==> config.mk <==
export PLATFORM = sky130hd
export DESIGN_NAME = mux_rr_merge
export DESIGN_NICKNAME = d
export VERILOG_FILES = /design/src/rtl/mux_rr_merge.sv
export SDC_FILE = /design/constraint.sdc
export NUM_CORES = 1
export LEC_CHECK = 0
export ABC_CLOCK_PERIOD_IN_PS = 2400
export CAP_MARGIN = 20
export CORE_AREA = 8 8 102 104
export DETAILED_ROUTE_END_ITERATION = 10
export DIE_AREA = 0 0 110 112
export PLACE_DENSITY_LB_ADDON = 0.15
export RECOVER_POWER = 25
export SLEW_MARGIN = 10
export SYNTH_ARGS = -nofsm -noshare
export SYNTH_HDL_FRONTEND = slang
export SYNTH_SLANG_ARGS = --single-unit
==> constraint.sdc <==
create_clock -name clk -period 2.4 [get_ports clk]
set_input_delay 0.24 -clock clk [delete_from_list [all_inputs] [get_ports clk]]
set_output_delay 0.24 -clock clk [all_outputs]
set_load 0.05 [all_outputs]
==> src/rtl/mux_rr_merge.sv <==
// Two-lane FIFO merge with round-robin output register; optional drop counter under MUX_RR_MERGE_DROP_CNT_EN.
// Latency: one cycle from lane write to valid_out; ready_in low holds the output word, and full lanes drop new words.
module mux_rr_merge #(
    parameter int DEPTH = 4
) (
    input  logic       clk,
    input  logic       reset,
    input  logic [7:0] data_in0,
    input  logic       valid_in0,
    input  logic [7:0] data_in1,
    input  logic       valid_in1,
    input  logic       ready_in,
    output logic [7:0] data_out,
    output logic       valid_out,
    output logic       full0,
    output logic       full1,
    output logic       empty0,
    output logic       empty1,
    output logic       overflow0,
    output logic       overflow1,
    output logic [7:0] drop_count
);
    localparam int AW = (DEPTH > 1) ? $clog2(DEPTH) : 1;
    localparam int CW = AW + 1;
    localparam logic [CW-1:0] FULL_CNT = CW'(DEPTH);
    localparam logic [AW-1:0] PTR_ONE  = AW'(1);

    logic [7:0]    mem     [2][DEPTH];
    logic [AW-1:0] wptr    [2];
    logic [AW-1:0] rptr    [2];
    logic [CW-1:0] cnt     [2];
    logic [CW-1:0] cnt_nxt [2];
    logic [7:0]    din     [2];
    logic [1:0]    full_q, empty_q, ovf_q;
    logic [1:0]    vin, wr, drop, pop;
    logic          last_grant, grant, load;

    assign din[0] = data_in0;
    assign din[1] = data_in1;
    assign vin    = {valid_in1, valid_in0};

    // Full is judged on the registered flag, so a same-edge pop cannot rescue a write.
    always_comb begin
        wr    = vin & ~full_q;
        drop  = vin & full_q;
        load  = (~valid_out | ready_in) & ~(&empty_q);
        grant = (empty_q == 2'b00) ? ~last_grant : empty_q[0];
        pop   = load ? (grant ? 2'b10 : 2'b01) : 2'b00;
        for (int l = 0; l < 2; l++) begin
            cnt_nxt[l] = cnt[l] + CW'(wr[l]) - CW'(pop[l]);
        end
    end

    always_ff @(posedge clk) begin
        for (int l = 0; l < 2; l++) begin
            if (wr[l]) mem[l][wptr[l]] <= din[l];
        end
    end

    always_ff @(posedge clk or posedge reset) begin
        if (reset) begin
            for (int l = 0; l < 2; l++) begin
                wptr[l] <= '0;
                rptr[l] <= '0;
                cnt[l]  <= '0;
            end
            full_q     <= 2'b00;
            empty_q    <= 2'b11;
            ovf_q      <= 2'b00;
            last_grant <= 1'b1;
            data_out   <= 8'h00;
            valid_out  <= 1'b0;
        end else begin
            for (int l = 0; l < 2; l++) begin
                if (wr[l])   wptr[l] <= wptr[l] + PTR_ONE;
                if (pop[l])  rptr[l] <= rptr[l] + PTR_ONE;
                if (drop[l]) ovf_q[l] <= 1'b1;
                cnt[l]     <= cnt_nxt[l];
                full_q[l]  <= (cnt_nxt[l] == FULL_CNT);
                empty_q[l] <= (cnt_nxt[l] == '0);
            end
            if (load) begin
                data_out   <= mem[grant][rptr[grant]];
                valid_out  <= 1'b1;
                last_grant <= grant;
            end else if (ready_in) begin
                valid_out  <= 1'b0;
            end
        end
    end

    assign full0     = full_q[0];
    assign full1     = full_q[1];
    assign empty0    = empty_q[0];
    assign empty1    = empty_q[1];
    assign overflow0 = ovf_q[0];
    assign overflow1 = ovf_q[1];

`ifdef MUX_RR_MERGE_DROP_CNT_EN
    logic [8:0] drop_sum;
    logic [7:0] drop_cnt_q;

    assign drop_sum = {1'b0, drop_cnt_q} + 9'(drop[0]) + 9'(drop[1]);

    always_ff @(posedge clk or posedge reset) begin
        if (reset) drop_cnt_q <= 8'h00;
        else       drop_cnt_q <= drop_sum[8] ? 8'hFF : drop_sum[7:0];
    end

    assign drop_count = drop_cnt_q;
`else
    assign drop_count = 8'h00;
`endif

endmodule

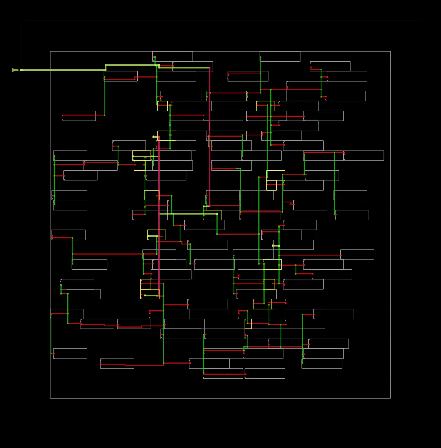
Figure 1: clock nets.
clock buffer count from CTS: 9
clk latency late pin: 0.35 ns
Layout clock buffers: 9
clock skew after layout: 0.0133 ns
clock tree sinks: 94

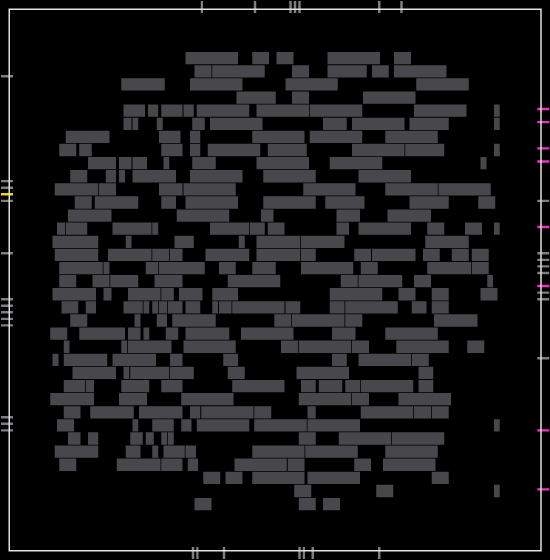
Figure 2: I/O pins on the die edge.
Pins as bars across the die edge, other pins in grey.
legend:
  valid_in1:
    colour: yellow
    pins: 1
    direction: input
    edge: left
  drop_count:
    colour: magenta
    pins: 8
    direction: output
    edge: right

==> results.txt <==
The run has ended; figures from its reports follow.

The flow ran to the end, but the final reports show violations. The checks that failed: capacitance limit, slew limit. The die is between 100 and 150 um tall. Yosys reports that the leading cell type by area covers 50.3% of the netlist area.

The end of the worst hold path is ovf_q[1]$_DFFE_PP0P_. The synthesized chip area reported by yosys is ~3800 sq um. The top fanout value on the critical path is 5.

Hold repair after CTS inserted 0 buffers. The number of global-route vias before repair was around 2000. Clock tree synthesis selected as its root buffer the cell sky130_fd_sc_hd__clkbuf_8.

The commonest cells after synthesis are 64 x sky130_fd_sc_hd__edfxtp_1, 27 x sky130_fd_sc_hd__dfrtp_1, 16 x sky130_fd_sc_hd__mux2i_1, 14 x sky130_fd_sc_hd__inv_1, 12 x sky130_fd_sc_hd__ha_1. CTS reports a maximum clock tree buffer depth of 2. The worst hold path cell count came out at 1.

The width of the die came out at around 110 um. The fraction of cell area in sequential cells is reported as about three fifths. The post-route netlist has between 20% and 30% of its cells at a drive strength greater than 1. STA puts the critical path data required time at around 2.7 ns. The number of max-capacitance violations reported is 1. The cell family contributing the most delay on the critical path is adder cells.

The clock tree synthesis step divided the H-tree into 3 levels. The tool warning count came out at 33. Per the detailed-route log, wirelength across all metal layers totals between 6 and 7 mm. The largest total area in the synthesized netlist belongs to sky130_fd_sc_hd__edfxtp_1. The fraction of synthesis flops using an asynchronous set or reset pin is 31.9%. For the worst reg-to-reg path, the startpoint reported by OpenROAD is empty_q[0]$_DFF_PP1_.

The worst endpoint data arrival time is approximately 2.6 ns. The synthesis-stage register bit count is 94. The report lists the power per cell area as roughly 1200 nW/um^2.

The kind of end point of the critical path is a flop. The number of max-slew violations in the final report came out at 31. Detailed placement ended at an HPWL of around 4.6 mm. Per the placement report, the placed cell count is roughly 370. In the final report, the number of endpoints failing setup comes to 0. The portion of synthesized area spent on multiplexers is 9.30%. Yosys mapped a number of flops with a built-in enable equal to around 64. The setup slack after layout came out at ~0.09 ns. The count of endpoints failing hold in the final timing report is 0. For this run, the share of the core covered by cells in the final layout is about half. The fraction of area in clock buffers and inverters is a little under 4%. STA on the placed design reports a worst setup slack of -0.180 ns. The critical path crosses 10 cells after its start point. The worst setup path is of the flop to flop kind. In this run the tool buffered the top-level ports with 35 buffer cells.

In this run the core area contains 35 standard-cell rows. The total vias in the final route is around 1900. The maximum number of pins on one net before global-route repair came out at 31. The distinct cell type count after synthesis is 31. The number of inverters outside the clock class in the layout is 14.

The highest supply drop recorded on VDD is ~0.6 mV. The synthesis report names the predominant flop master as sky130_fd_sc_hd__edfxtp_1. The post-route antenna net violation count came out at 0. The area fraction in and, or, nand and nor cells came out at 3.57%. The total number of yosys warnings is 0. Per the cell usage report, the commonest logic cells after layout are 64 x sky130_fd_sc_hd__edfxtp_1, 27 x sky130_fd_sc_hd__dfrtp_1, 22 x sky130_fd_sc_hd__clkdlybuf4s50_1. The synthesized-area fraction occupied by xor and xnor cells came out at approximately 2.3%. The number of antenna violations at the first check in global routing was 0. The inserted tap cell count is 111.
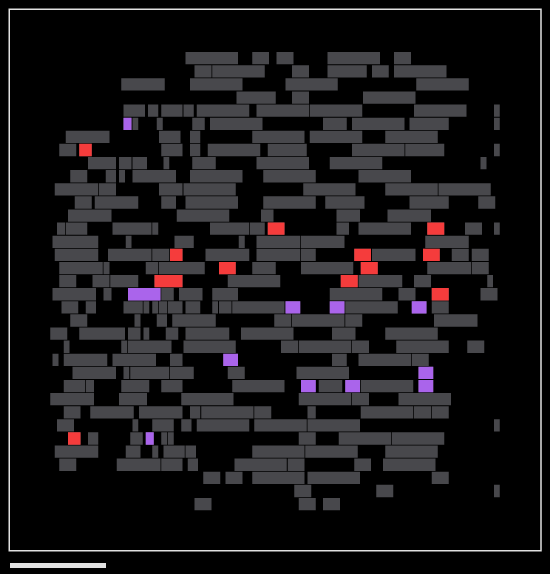
Figure 3: gate families picked out.
The bar under the picture is 20 um long.
legend:
  non-inverting ao/oa cells:
    colour: red
    cells: 12
    most_used: a221o_1
  aoi and oai cells:
    colour: purple
    cells: 11
    most_used: a221oi_1

[per-layer routing]
layer,routed length [um],track usage (%)
met5,0,0
met4,81,5.41
met3,408,3.18
met2,3220,16.9
met1,2960,15.3
[sequential cells by signal (all words and copies together), names as in the netlist]
register    cells
ovf_q           2
full_q          2
wptr            4
valid_out       1
mem            64
rptr            4
last_grant      1
cnt             6
empty_q         2
data_out        8
[power by group]
| group | total [mW] | leakage, nW | internal, mW | switching [mW] |
|---|---|---|---|---|
| Sequential | 2.46 | 0.934 | 2.20 | 0.253 |
| Combinational | 2.23 | 0.704 | 1.01 | 1.22 |
| Clock | 0.962 | 0.0842 | 0.389 | 0.573 |
[repair_timing]
action | in CTS | in global routing
gates resized | 0 | 12
endpoints found under the setup margin | 0 | 2
buffers inserted | 0 | 2
No activity file was given, so power comes from the tool's default toggle rates.
